<file path="src/rtl/uart_dec_line_sched.sv">
// uart_dec_line_sched: round-robin scheduler that converts 12-bit requester
// values to 4 decimal ASCII digits and streams each line to one shared UART.
module uart_dec_line_sched #(
    parameter int NREQ      = 4,
    parameter int PREFIX_EN = 0,
    parameter int CRLF      = 0
) (
    input  logic                 clk,
    input  logic                 rst,
    input  logic [NREQ-1:0]      req_valid,
    input  logic [12*NREQ-1:0]   req_data,
    output logic [NREQ-1:0]      req_ready,
    output logic                 busy,
    output logic                 done,
    output logic [2:0]           done_id,
    output logic [7:0]           tx_data,
    output logic                 tx_en,
    input  logic                 tx_end
);

    // Line length: optional "<idx>:" prefix, 4 digits, LF or CR LF.
    localparam int         LEN  = 4 + ((PREFIX_EN != 0) ? 2 : 0) + ((CRLF != 0) ? 2 : 1);
    localparam logic [2:0] LAST = 3'(LEN - 1);

    typedef enum logic [2:0] {S_IDLE, S_CONV, S_LOAD, S_SEND, S_WAIT} state_t;

    state_t          r_state;
    state_t          w_next;
    logic [2:0]      r_ptr;
    logic [2:0]      r_gid;
    logic [2:0]      r_bcnt;
    logic [3:0]      r_step;
    logic [11:0]     r_bin;
    logic [15:0]     r_bcd;
    logic [7:0]      r_tx_data;

    logic [NREQ-1:0] w_rot;
    logic            w_grant;
    logic [2:0]      w_gidx;
    logic [11:0]     w_gdata;
    logic            w_take;

    // One double-dabble step: add 3 to every nibble >= 5, then shift in the next binary bit.
    function automatic logic [15:0] dd_step(input logic [15:0] bcd, input logic in_bit);
        logic [15:0] a;
        for (int i = 0; i < 4; i++)
            a[4*i +: 4] = (bcd[4*i +: 4] >= 4'd5) ? bcd[4*i +: 4] + 4'd3 : bcd[4*i +: 4];
        return 16'({a, in_bit});
    endfunction

    // ASCII byte at position pos of the current line.
    function automatic logic [7:0] line_byte(input logic [2:0] pos, input logic [2:0] gid,
                                             input logic [15:0] bcd);
        logic [3:0] p;
        p = {1'b0, pos};
        if (PREFIX_EN != 0) begin
            if (p == 4'd0) return 8'h30 + {5'd0, gid};
            if (p == 4'd1) return 8'h3A;
            p = p - 4'd2;
        end
        case (p)
            4'd0:    return {4'h3, bcd[15:12]};
            4'd1:    return {4'h3, bcd[11:8]};
            4'd2:    return {4'h3, bcd[7:4]};
            4'd3:    return {4'h3, bcd[3:0]};
            4'd4:    return (CRLF != 0) ? 8'h0D : 8'h0A;
            default: return 8'h0A;
        endcase
    endfunction

    // Round-robin pick: first requesting index at or after the pointer, wrapping.
    always_comb begin
        w_rot   = NREQ'({req_valid, req_valid} >> r_ptr);
        w_grant = 1'b0;
        w_gidx  = 3'd0;
        w_gdata = 12'd0;
        for (int j = NREQ - 1; j >= 0; j--) begin
            if (w_rot[j]) begin
                w_grant = 1'b1;
                w_gidx  = 3'((int'(r_ptr) + j) % NREQ);
            end
        end
        for (int j = 0; j < NREQ; j++) begin
            if (3'(j) == w_gidx) w_gdata = req_data[12*j +: 12];
        end
    end

    // State register.
    always_ff @(posedge clk) begin
        if (rst) r_state <= S_IDLE;
        else     r_state <= w_next;
    end

    // Next-state and handshake outputs.
    always_comb begin
        w_next    = r_state;
        w_take    = 1'b0;
        req_ready = '0;
        busy      = 1'b0;
        done      = 1'b0;
        tx_en     = 1'b0;
        case (r_state)
            S_IDLE: begin
                if (w_grant) begin
                    w_take    = 1'b1;
                    req_ready = {{(NREQ-1){1'b0}}, 1'b1} << w_gidx;
                    busy      = 1'b1;
                    w_next    = S_CONV;
                end
            end
            S_CONV: begin
                busy = 1'b1;
                if (r_step == 4'd11) w_next = S_LOAD;
            end
            S_LOAD: begin
                busy   = 1'b1;
                w_next = S_SEND;
            end
            S_SEND: begin
                busy   = 1'b1;
                tx_en  = 1'b1;
                w_next = S_WAIT;
            end
            S_WAIT: begin
                busy = 1'b1;
                if (tx_end) begin
                    if (r_bcnt == LAST) begin
                        done   = 1'b1;
                        busy   = 1'b0;
                        w_next = S_IDLE;
                    end else begin
                        w_next = S_SEND;
                    end
                end
            end
            default: w_next = S_IDLE;
        endcase
    end

    // Control registers: pointer, granted id, conversion step, byte counter, UART byte.
    always_ff @(posedge clk) begin
        if (rst) begin
            r_ptr     <= 3'd0;
            r_gid     <= 3'd0;
            r_bcnt    <= 3'd0;
            r_step    <= 4'd0;
            r_tx_data <= 8'd0;
        end else begin
            case (r_state)
                S_IDLE: if (w_take) begin
                    r_gid  <= w_gidx;
                    r_ptr  <= (w_gidx == 3'(NREQ - 1)) ? 3'd0 : w_gidx + 3'd1;
                    r_step <= 4'd0;
                end
                S_CONV: r_step <= r_step + 4'd1;
                S_LOAD: begin
                    r_bcnt    <= 3'd0;
                    r_tx_data <= line_byte(3'd0, r_gid, r_bcd);
                end
                S_WAIT: if (tx_end && r_bcnt != LAST) begin
                    r_bcnt    <= r_bcnt + 3'd1;
                    r_tx_data <= line_byte(r_bcnt + 3'd1, r_gid, r_bcd);
                end
                default: ;
            endcase
        end
    end

    // Conversion datapath: capture value at grant, one double-dabble step per CONV cycle.
    always_ff @(posedge clk) begin
        if (r_state == S_IDLE && w_take) begin
            r_bin <= w_gdata;
            r_bcd <= 16'd0;
        end else if (r_state == S_CONV) begin
            r_bcd <= dd_step(r_bcd, r_bin[11]);
            r_bin <= {r_bin[10:0], 1'b0};
        end
    end

    assign done_id = r_gid;
    assign tx_data = r_tx_data;

endmodule

</file>
<file path="config.mk">
export PLATFORM = sky130hd
export DESIGN_NAME = uart_dec_line_sched
export DESIGN_NICKNAME = d
export VERILOG_FILES = /design/src/rtl/uart_dec_line_sched.sv
export SDC_FILE = /design/constraint.sdc
export NUM_CORES = 1
export LEC_CHECK = 0
export CAP_MARGIN = 20
export CORE_ASPECT_RATIO = 1.4
export CORE_MARGIN = 2
export CORE_UTILIZATION = 45
export DETAILED_ROUTE_END_ITERATION = 10
export PLACE_DENSITY = 0.77
export SLEW_MARGIN = 15
export SYNTH_ARGS = -nofsm -noshare
export SYNTH_HDL_FRONTEND = slang
export SYNTH_SLANG_ARGS = --single-unit
</file>
<file path="constraint.sdc">
create_clock -name clk -period 2.5 [get_ports clk]
set_clock_uncertainty 0.15 [all_clocks]
set_input_delay 0.25 -clock clk [delete_from_list [all_inputs] [get_ports clk]]
set_output_delay 0.25 -clock clk [all_outputs]
set_load 0.02 [all_outputs]
</file>
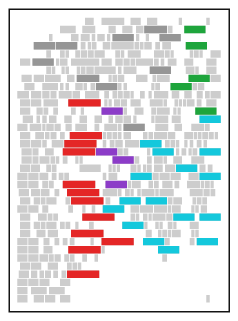
Figure 1: run 1, sequential cells grouped by signal name.
Drawn at 3 px/µm. Other sequential cells in the stronger gray, the rest of the logic in the fainter gray.
Purple marks r_step, placed flops 4, where center. Cyan marks r_bcd, placed flops 16. Green marks tx_data, placed flops 5, where upper right. Red marks r_bin, placed flops 12.
Another 10 sequential cells are not colored.

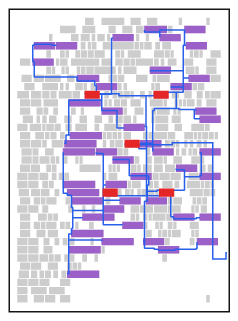
Figure 2: run 1, routed clock nets over the placement.
Drawn at 3 px/µm.
Purple marks flip-flops, count 47. Blue marks clock wires, length 616 µm. Red marks cells driving clock nets, count 5.
There are 6 routed clock nets.

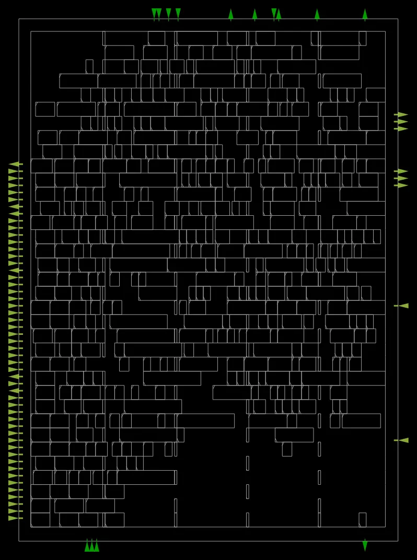
Figure 3: run 1, cell outlines without signal wires.
final core utilization: 60.8%
Well Taps: 74
Seq area share: 27.0%

==> flow_summary_export.csv, run 1 <==
group,metric,value,unit
pwr,seq_power_share,46.6,%
pwr,combPwrFrac,30.0,%
run_status,status,"finished, final reports clean",
pwr,p_int,1.35,mW
finish,final_cells,517,
finish,clock_buffers,5,
finish,final_area,0.00394,mm²
critical_path,critPathRequiredTime,2.41,ns
critical_path,r2r-end,"r_bin[10]$_DFFE_PP_",
detailed_routing,met1_length,2860,µm
logic_synthesis,area_leaders,"dfxtp_1 (23%), edfxtp_1 (12%), a21oi_1 (8.1%)",
pwr,power,1.94,mW
clock_tree,path_clk_slew,0.09,ns
finish,dominant-cell-class,"logic gates",
global_route,antenna_found_initial,0,
floorplan,fp_util,46.0,%
finish,fin_nets,516,
detailed_routing,drtAntennaViolNets,0,
finish,clkCellAreaFrac,2.13,%
finish,buf_share,21.9,%
finish,inverters,18,
floorplan,num_rows,35,
timing,setup_tns,0,ns
critical_path,critPathLaunch,"req_valid[1]",
pwr,irDropWorstVdd,0.000365,V
logic_synthesis,synth.distinct_cells,44,
global_route,grt_max_degree,28,
hold_path,holdPathEnd,"done_id[0]$_SDFFE_PP0P_",
placed_design,dpl.hpwl,5260,µm
global_route,grt_overflow,0,
timing,setup_ws,0.0354,ns
logic_synthesis,top_area_cell,"dfxtp_1",
logic_synthesis,simple_gate_area_share,22.9,%
timing,hold_ws,0.316,ns
floorplan,die-width,72.8,µm
timing,fmax,406,MHz
logic_synthesis,synth-xor-area-share,2.35,%
finish,max_flop_register,"r_bcd",
logic_synthesis,synth-seq-cells,47,
critical_path,reg2reg_setup_slack,0.14,ns
detailed_routing,firstDrtPassIters,4,
global_route,grt_pass1_wl,11700,µm
logic_synthesis,synth.area.mux_share,0.713,%
detailed_routing,vias,2827,
logic_synthesis,top_logic_kind,"AND-OR/OR-AND gates",
critical_path,crit_cells,12,
logic_synthesis,yosysMostFrequentCell,"a21oi_1",
pwr,leakage,1.47,nW
global_route,grtUsageMet1,22.4,%
finish,nNonClkBuffers,89,
finish,flop_area,0.00106,mm²
timing,finalMaxSlewViolations,0,
critical_path,path_cells,"clkdlybuf4s50_1, a21oi_1, o21ai_0, a21oi_1, inv_1, buf_4, ha_2, nor2b_2, a221oi_1, nor3_1, a21oi_1, o21ai_0",
critical_path,startpoint_type,"input pin",
floorplan,boundaryPins,73,
detailed_routing,wl_per_cell,13.7,µm
detailed_routing,met3_length,358,µm
finish,final_layout_top_logic_cells,"clkdlybuf4s50_1 (63), a21oi_1 (48), nand2_1 (46)",
critical_path,r2r-start,"r_ptr[0]$_SDFFE_PP0P_",
critical_path,worstPathArrival,2.37,ns
detailed_routing,wl_met2,3740,µm
placed_design,place.gp.congestion,0.803,
hold_path,min_path_cells,2,
flow_run,warning_count,39,
timing,period_minus_slack,2.46,ns
timing,min_period_over_period,98.6,%
floorplan,die_area,0.00731,mm²
finish,drive_gt1_share,11.5,%
global_route,grt_use_total,19.8,%
detailed_routing,drt-vias-per-instance,5.47,
pwr,sw_frac_of_total,30.2,%
finish,fillCellCount,582,
clock_tree,cts_htree_levels,2,
global_route,grtUsageMet2,35.9,%
logic_synthesis,dominantRegCellSynth,"dfxtp_1",
clock_tree,holdBufCountCts,0,
logic_synthesis,ys_cells,368,
clock_tree,cts_made_buffers,5,
logic_synthesis,syn_inst,368,
clock_tree,cts_resized,22,
logic_synthesis,synthAoiAreaFrac,23.4,%
timing,hold_viol_final,0,
clock_tree,cts_buffer_depth,2,
finish,nFlopsAndLatches,47,
critical_path,crit_top_cell,"a21oi_1",
critical_path,endpoint_kind,"register",
detailed_routing,top_layer,"met4",
[run 1: cells by family (layout without fill, tap and decap cells)]
logic type / after synthesis / in the layout
and+or+nand+nor: 137 / 138
AOI/OAI and AO/OA: 111 / 111
DFF: 47 / 47
buffers and inverters: 43 / 115
adders and majority gates: 19 / 19
xor gates and xnor gates: 8 / 8
muxes: 2 / 2
other: 1 / 3
[run 1: power by group through the flow]
stage,sequential (mW),clock [mW],combinational [mW]
global route,0.915,0.495,0.640
floorplan,0.913,0,0.332
finish,0.904,0.454,0.583
global placement,0.921,0,0.538
CTS,0.906,0.465,0.562
detailed placement,0.924,0,0.552
Figure 4. Wires at chosen ports, followed through buffers (run 1).
Drawn at 4 px/µm.
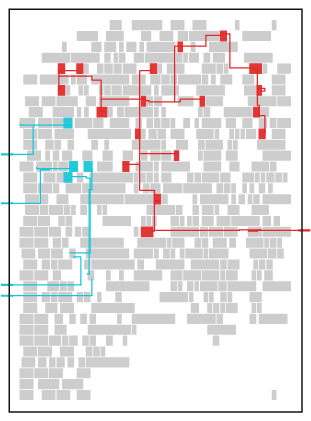

==> inputs of run 2 (changes only) <==
--- a/config.mk
+++ b/config.mk
@@ -5,12 +5,13 @@
 export SDC_FILE = /design/constraint.sdc
 export NUM_CORES = 1
 export LEC_CHECK = 0
+export ABC_CLOCK_PERIOD_IN_PS = 3100
 export CAP_MARGIN = 20
 export CORE_ASPECT_RATIO = 1.4
 export CORE_MARGIN = 2
-export CORE_UTILIZATION = 45
+export CORE_UTILIZATION = 54
 export DETAILED_ROUTE_END_ITERATION = 10
-export PLACE_DENSITY = 0.77
+export PLACE_DENSITY = 0.86
 export SLEW_MARGIN = 15
 export SYNTH_ARGS = -nofsm -noshare
 export SYNTH_HDL_FRONTEND = slang
==> constraint.sdc (replaced) <==
create_clock -name clk -period 3.1 [get_ports clk]
set_clock_uncertainty 0.15 [all_clocks]
set_input_delay 0.31 -clock clk [delete_from_list [all_inputs] [get_ports clk]]
set_output_delay 0.31 -clock clk [all_outputs]
set_load 0.02 [all_outputs]
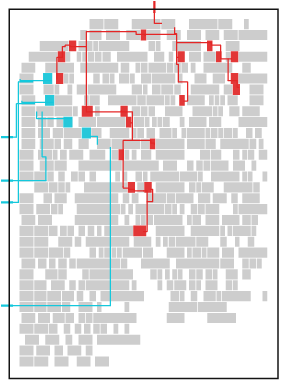
Figure 5: run 2, wires at chosen ports, followed through buffers.
Drawn at 4 px/µm.
Red marks rst, direction input, edge top, end cells 19, buffers 1, wire 178 µm. Cyan marks req_ready, direction output, edge left, end cells 4, buffers 4, wire 171 µm.

==> flow_summary_export.csv, run 2 <==
group,metric,value,unit
run_status,status,"finished, final reports clean",
clock_tree,holdBufCountCts,0,
detailed_routing,wl_per_cell,14.0,µm
finish,final_area,0.00384,mm²
finish,clkCellAreaFrac,3.36,%
finish,sh_seq_area,27.7,%
critical_path,path_delay_family,"buffers and inverters",
detailed_routing,vias,2843,
logic_synthesis,synth-xor-area-share,2.35,%
timing,setup_ws,0.102,ns
floorplan,tapCellCount,68,
timing,finalMaxSlewViolations,0,
finish,nFlopsAndLatches,47,
pwr,power,1.65,mW
finish,inverters,18,
pwr,combPwrFrac,25.3,%
pwr,clockPowerShare,30.4,%
clock_tree,cts_setup_buffers,0,
global_route,grt_pass1_vias,2748,
critical_path,cp_num_buf_inv,4,
critical_path,cp_slowest_stage_delay,0.55,ns
global_route,grt_overflow,0,
finish,fillCellCount,436,
logic_synthesis,top_cell_area_share,23.5,%
finish,utilization,71.0,%
timing,hold_ws,0.326,ns
finish,nNonClkBuffers,78,
pwr,seq_power_share,44.3,%
finish,comb_share,45.2,%
critical_path,startpoint_type,"input pin",
clock_tree,cts.sinks,47,
critical_path,critPathRequiredTime,2.64,ns
finish,dominant-cell-class,"logic gates",
placed_design,dpl_cell_area,0.00369,mm²
clock_tree,worstSkewPairLatency,0.30,ns
flow_run,maxCapViolCount,0,
logic_synthesis,dominantRegCellSynth,"dfxtp_1",
critical_path,critPathKind,"in2out",
floorplan,die-width,66.8,µm
timing,fmax,334,MHz
clock_tree,cts_resized,0,
detailed_routing,drt-vias-per-instance,5.70,
detailed_routing,routed_wl,6980,µm
clock_tree,cts_made_buffers,5,
finish,final_layout_top_logic_cells,"clkdlybuf4s50_1 (68), a21oi_1 (48), nand2_1 (46)",
pwr,leakage,1.42,nW
logic_synthesis,top_logic_kind,"AND-OR/OR-AND gates",
detailed_routing,drtIter0Drc,222,
pwr,pg_clk,0.501,mW
logic_synthesis,synth.area.mux_share,0.713,%
critical_path,cpMaxStageDelayCell,"clkdlybuf4s50_1",
logic_synthesis,ys_warn_count,0,
finish,layout_top_cell,"clkdlybuf4s50_1",
pwr,irDropWorstVdd,0.000283,V
finish,largest_reg_flops,16,
clock_tree,cts_htree_levels,2,
clock_tree,cts_buffer_depth,2,
logic_synthesis,ys_cells,368,
detailed_routing,drtAntennaViolNets,0,
clock_tree,cts_tree,"yes",
detailed_routing,firstDrtPassIters,5,
placed_design,pre_cts_ws,-0.109,ns
hold_path,hold_path_class,"reg2reg",
critical_path,cp_max_fo,5,
logic_synthesis,mappedNetlistArea,0.00298,mm²
logic_synthesis,syn_area_per_cell,8.11,µm²
flow_run,warning_count,38,
finish,diodes,0,
logic_synthesis,edf_count,12,
global_route,grt_max_degree,28,
pwr,combinationalPower,0.418,mW
finish,comb_cells,280,
timing,rsz0062_at_grt,"no",
logic_synthesis,yosysMostFrequentCell,"a21oi_1",
placed_design,dpl.hpwl,5100,µm
timing,min_period_over_period,96.7,%
timing,tightest_slew,0.951,ns
floorplan,num_rows,32,
logic_synthesis,simple_gate_area_share,22.9,%
clock_tree,path_clk_slew,0.09,ns
finish,syn2layout_area_growth,28.6,%
timing,period_minus_slack,3.00,ns
global_route,grt_pass1_wl,11500,µm
timing,setup_violations,0,
finish,drive_gt1_share,5.80,%
pwr,p_sw,0.453,mW
pwr,power-top-group,"sequential cells",
timing,hold_viol_final,0,
floorplan,fp_util,55.2,%
finish,max_flop_register,"r_bcd",
detailed_routing,drc_errors,0,
logic_synthesis,ys_seq_share,35.6,%
finish,flop_area,0.00106,mm²
logic_synthesis,top_area_cell,"dfxtp_1",
pwr,sw_frac_of_total,27.4,%
timing,setup_tns,0,ns
logic_synthesis,synthAoiAreaFrac,23.4,%
critical_path,path_cells,"clkdlybuf4s50_1, inv_1, a22o_1, a221oi_4, inv_1, ha_1, and2_1, clkdlybuf4s50_1",
finish,logic_area,0.00173,mm²
logic_synthesis,synthArstFlopShare,0,%
clock_tree,clock-root-buffer,"clkbuf_8",
finish,clock_buffers,7,
pwr,power_density,430,mW/mm²
finish,final_cells,499,
logic_synthesis,syn_inst,368,
placed_design,place.gp.congestion,0.800,
floorplan,die_area,0.00614,mm²
logic_synthesis,synth.distinct_cells,44,
placed_design,post-place-cells,491,
critical_path,worstPathArrival,2.54,ns
floorplan,die_y,91.9,µm
floorplan,boundaryPins,73,
logic_synthesis,ys_sh_adder,7.97,%
placed_design,port-buffer-count,69,
logic_synthesis,top_cells_by_count,"a21oi_1 (48), nand2_1 (46), dfxtp_1 (35), nor2_1 (32), o21ai_0 (21)",
logic_synthesis,synth-seq-cells,47,
floorplan,coreArea,0.00541,mm²
pwr,p_int,1.20,mW
finish,fin_nets,504,
critical_path,endpoint_kind,"output port",
logic_synthesis,yosys_area,0.00298,mm²
pwr,p_seq,0.731,mW
finish,buf_share,19.8,%
logic_synthesis,area_leaders,"dfxtp_1 (23%), edfxtp_1 (12%), a21oi_1 (8.1%)",
global_route,antenna_found_initial,0,
timing,slew_headroom,36.6,%
global_route,grt_use_total,23.6,%
[run 2: cell counts after synthesis]
No cell type changed its count.
[run 2: final timing paths]
check,endpoint,depth (start not counted),startpoint,slack [ns]
worst min-delay path,done_id[0]$_SDFFE_PP0P_,2,done_id[0]$_SDFFE_PP0P_,0.33
worst max register to register,r_bin[7]$_DFFE_PP_,10,r_ptr[1]$_SDFFE_PP0P_,0.44
worst min register to register,done_id[0]$_SDFFE_PP0P_,2,done_id[0]$_SDFFE_PP0P_,0.33
worst max-delay path,req_ready[2],8,req_valid[3],0.10
[run 2: layer usage]
layer  track usage [%]  vias up  routed length (µm)
met5                 0        -                   0
met4              9.35        0                 174
met3              4.42       16                 361
met2              43.7      105                3650
met1              25.5     1308                2790
li1                  -     1414                   -
==> inputs of run 3 (changes only) <==
--- a/config.mk
+++ b/config.mk
@@ -11,6 +11,7 @@
 export CORE_MARGIN = 2
 export CORE_UTILIZATION = 54
 export DETAILED_ROUTE_END_ITERATION = 10
+export GPL_ROUTABILITY_DRIVEN = 0
 export PLACE_DENSITY = 0.86
 export SLEW_MARGIN = 15
 export SYNTH_ARGS = -nofsm -noshare
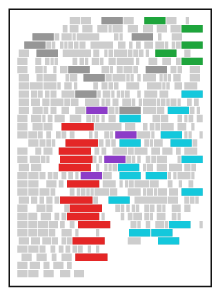
Figure 6: run 3, sequential cells grouped by signal name.
Drawn at 3 px/µm. Other sequential cells in the stronger gray, the rest of the logic in the fainter gray.
Green marks tx_data, placed flops 5, where upper right. Purple marks r_step, placed flops 4, where center. Cyan marks r_bcd, placed flops 16. Red marks r_bin, placed flops 12.

==> flow_summary_export.csv, run 3 <==
group,metric,value,unit
floorplan,die-width,66.8,µm
detailed_routing,met1_length,2790,µm
timing,setup_violations,0,
logic_synthesis,synth-xor-area-share,2.35,%
critical_path,cp_slowest_stage_delay,0.55,ns
pwr,power_density,430,mW/mm²
logic_synthesis,synthAoiAreaFrac,23.4,%
timing,slew_headroom,36.6,%
finish,nFlopsAndLatches,47,
logic_synthesis,ys_seq_share,35.6,%
clock_tree,cts_htree_levels,2,
detailed_routing,met3_length,361,µm
pwr,combPwrFrac,25.3,%
global_route,grtUsageMet2,43.7,%
critical_path,worstPathArrival,2.54,ns
critical_path,cpMaxStageDelayCell,"clkdlybuf4s50_1",
finish,max_flop_register,"r_bcd",
finish,logic_area,0.00173,mm²
logic_synthesis,top_area_cell,"dfxtp_1",
critical_path,critPathRequiredTime,2.64,ns
finish,final_area,0.00384,mm²
pwr,pg_clk,0.501,mW
global_route,grtUsageMet1,25.5,%
clock_tree,cts_buffer_depth,2,
pwr,clockPowerShare,30.4,%
run_status,status,"finished, final reports clean",
placed_design,dpl.hpwl,5100,µm
finish,comb_cells,280,
critical_path,critPathKind,"in2out",
logic_synthesis,synth.area.mux_share,0.713,%
timing,setup_ws,0.102,ns
critical_path,r2r-start,"r_ptr[1]$_SDFFE_PP0P_",
global_route,antenna_found_initial,0,
logic_synthesis,edf_count,12,
clock_tree,clock-root-buffer,"clkbuf_8",
placed_design,post-place-cells,491,
finish,final_cells,499,
logic_synthesis,yosys_area,0.00298,mm²
logic_synthesis,syn_area_per_cell,8.11,µm²
logic_synthesis,area_leaders,"dfxtp_1 (23%), edfxtp_1 (12%), a21oi_1 (8.1%)",
logic_synthesis,mappedNetlistArea,0.00298,mm²
timing,hold_ws,0.326,ns
timing,rsz0062_at_grt,"no",
finish,dominant-cell-class,"logic gates",
timing,min_period_over_period,96.7,%
critical_path,startpoint_type,"input pin",
global_route,grt_pass1_wl,11500,µm
detailed_routing,wl_per_cell,14.0,µm
logic_synthesis,synthArstFlopShare,0,%
detailed_routing,drtAntennaViolNets,0,
finish,drive_gt1_share,5.80,%
pwr,power-top-group,"sequential cells",
placed_design,dpl_cell_area,0.00369,mm²
timing,setup_tns,0,ns
finish,buf_share,19.8,%
global_route,grt_pass1_vias,2748,
logic_synthesis,simple_gate_area_share,22.9,%
placed_design,pre_cts_ws,-0.109,ns
finish,sh_seq_area,27.7,%
logic_synthesis,top_logic_kind,"AND-OR/OR-AND gates",
placed_design,port-buffer-count,69,
global_route,grt_use_total,23.6,%
global_route,grt_use_met3,4.42,%
timing,finalMaxSlewViolations,0,
global_route,top_usage_layer,"met2",
global_route,grt_max_degree,28,
finish,nNonClkBuffers,78,
finish,diodes,0,
flow_run,warning_count,38,
critical_path,endpoint_kind,"output port",
finish,syn2layout_area_growth,28.6,%
detailed_routing,vias,2843,
timing,period_minus_slack,3.00,ns
logic_synthesis,dominantRegCellSynth,"dfxtp_1",
floorplan,tapCellCount,68,
detailed_routing,firstDrtPassIters,5,
global_route,grt_overflow,0,
pwr,irDropWorstVdd,0.000283,V
clock_tree,cts_tree,"yes",
finish,flop_area,0.00106,mm²
clock_tree,cts.sinks,47,
clock_tree,holdBufCountCts,0,
logic_synthesis,syn_inst,368,
clock_tree,cts_resized,0,
timing,tightest_slew,0.951,ns
timing,hold_viol_final,0,
floorplan,fp_util,55.2,%
floorplan,boundaryPins,73,
pwr,power,1.65,mW
critical_path,path_cells,"clkdlybuf4s50_1, inv_1, a22o_1, a221oi_4, inv_1, ha_1, and2_1, clkdlybuf4s50_1",
logic_synthesis,yosysMostFrequentCell,"a21oi_1",
clock_tree,cts_made_buffers,5,
finish,fin_nets,504,
finish,final_layout_top_logic_cells,"clkdlybuf4s50_1 (68), a21oi_1 (48), nand2_1 (46)",
hold_path,hold_path_class,"reg2reg",
detailed_routing,routed_wl,6980,µm
pwr,p_sw,0.453,mW
finish,comb_share,45.2,%
finish,clock_buffers,7,
logic_synthesis,ys_sh_adder,7.97,%
flow_run,maxCapViolCount,0,
pwr,leakage,1.42,nW
finish,clkCellAreaFrac,3.36,%
finish,layout_top_cell,"clkdlybuf4s50_1",
logic_synthesis,synth.distinct_cells,44,
pwr,seq_power_share,44.3,%
detailed_routing,drc_errors,0,
floorplan,die_area,0.00614,mm²
floorplan,coreArea,0.00541,mm²
pwr,combinationalPower,0.418,mW
critical_path,cp_max_fo,5,
timing,fmax,334,MHz
finish,fillCellCount,436,
logic_synthesis,ys_warn_count,0,
pwr,sw_frac_of_total,27.4,%
pwr,p_int,1.20,mW
floorplan,num_rows,32,
clock_tree,worstSkewPairLatency,0.30,ns
detailed_routing,drtIter0Drc,222,
run 3: cell counts after synthesis:
No cell type changed its count.
run 3: cells by family after synthesis:
logic type	after synthesis
buf+inv	43
simple gates	137
xor+xnor	8
compound gates	111
other cells	1
flops	47
mux	2
fa+ha+maj	19
run 3: final timing paths:
kind / endpoint / slack [ns] / cells after the start
setup / recovery: req_ready[2] / 0.10 / 8
hold / removal: done_id[0]$_SDFFE_PP0P_ / 0.33 / 2
setup reg to reg: r_bin[7]$_DFFE_PP_ / 0.44 / 10
hold reg to reg: done_id[0]$_SDFFE_PP0P_ / 0.33 / 2
run 3: worst max-delay path: cells and delay by family:
kind,cells,cell delay (ns)
buffers and inverters,4,1.29
and+or+nand+nor,1,0.14
adders and majority gates,1,0.22
AOI/OAI and AO/OA,2,0.57
Power figures rest on the tool's default switching activity, not on a simulated workload.
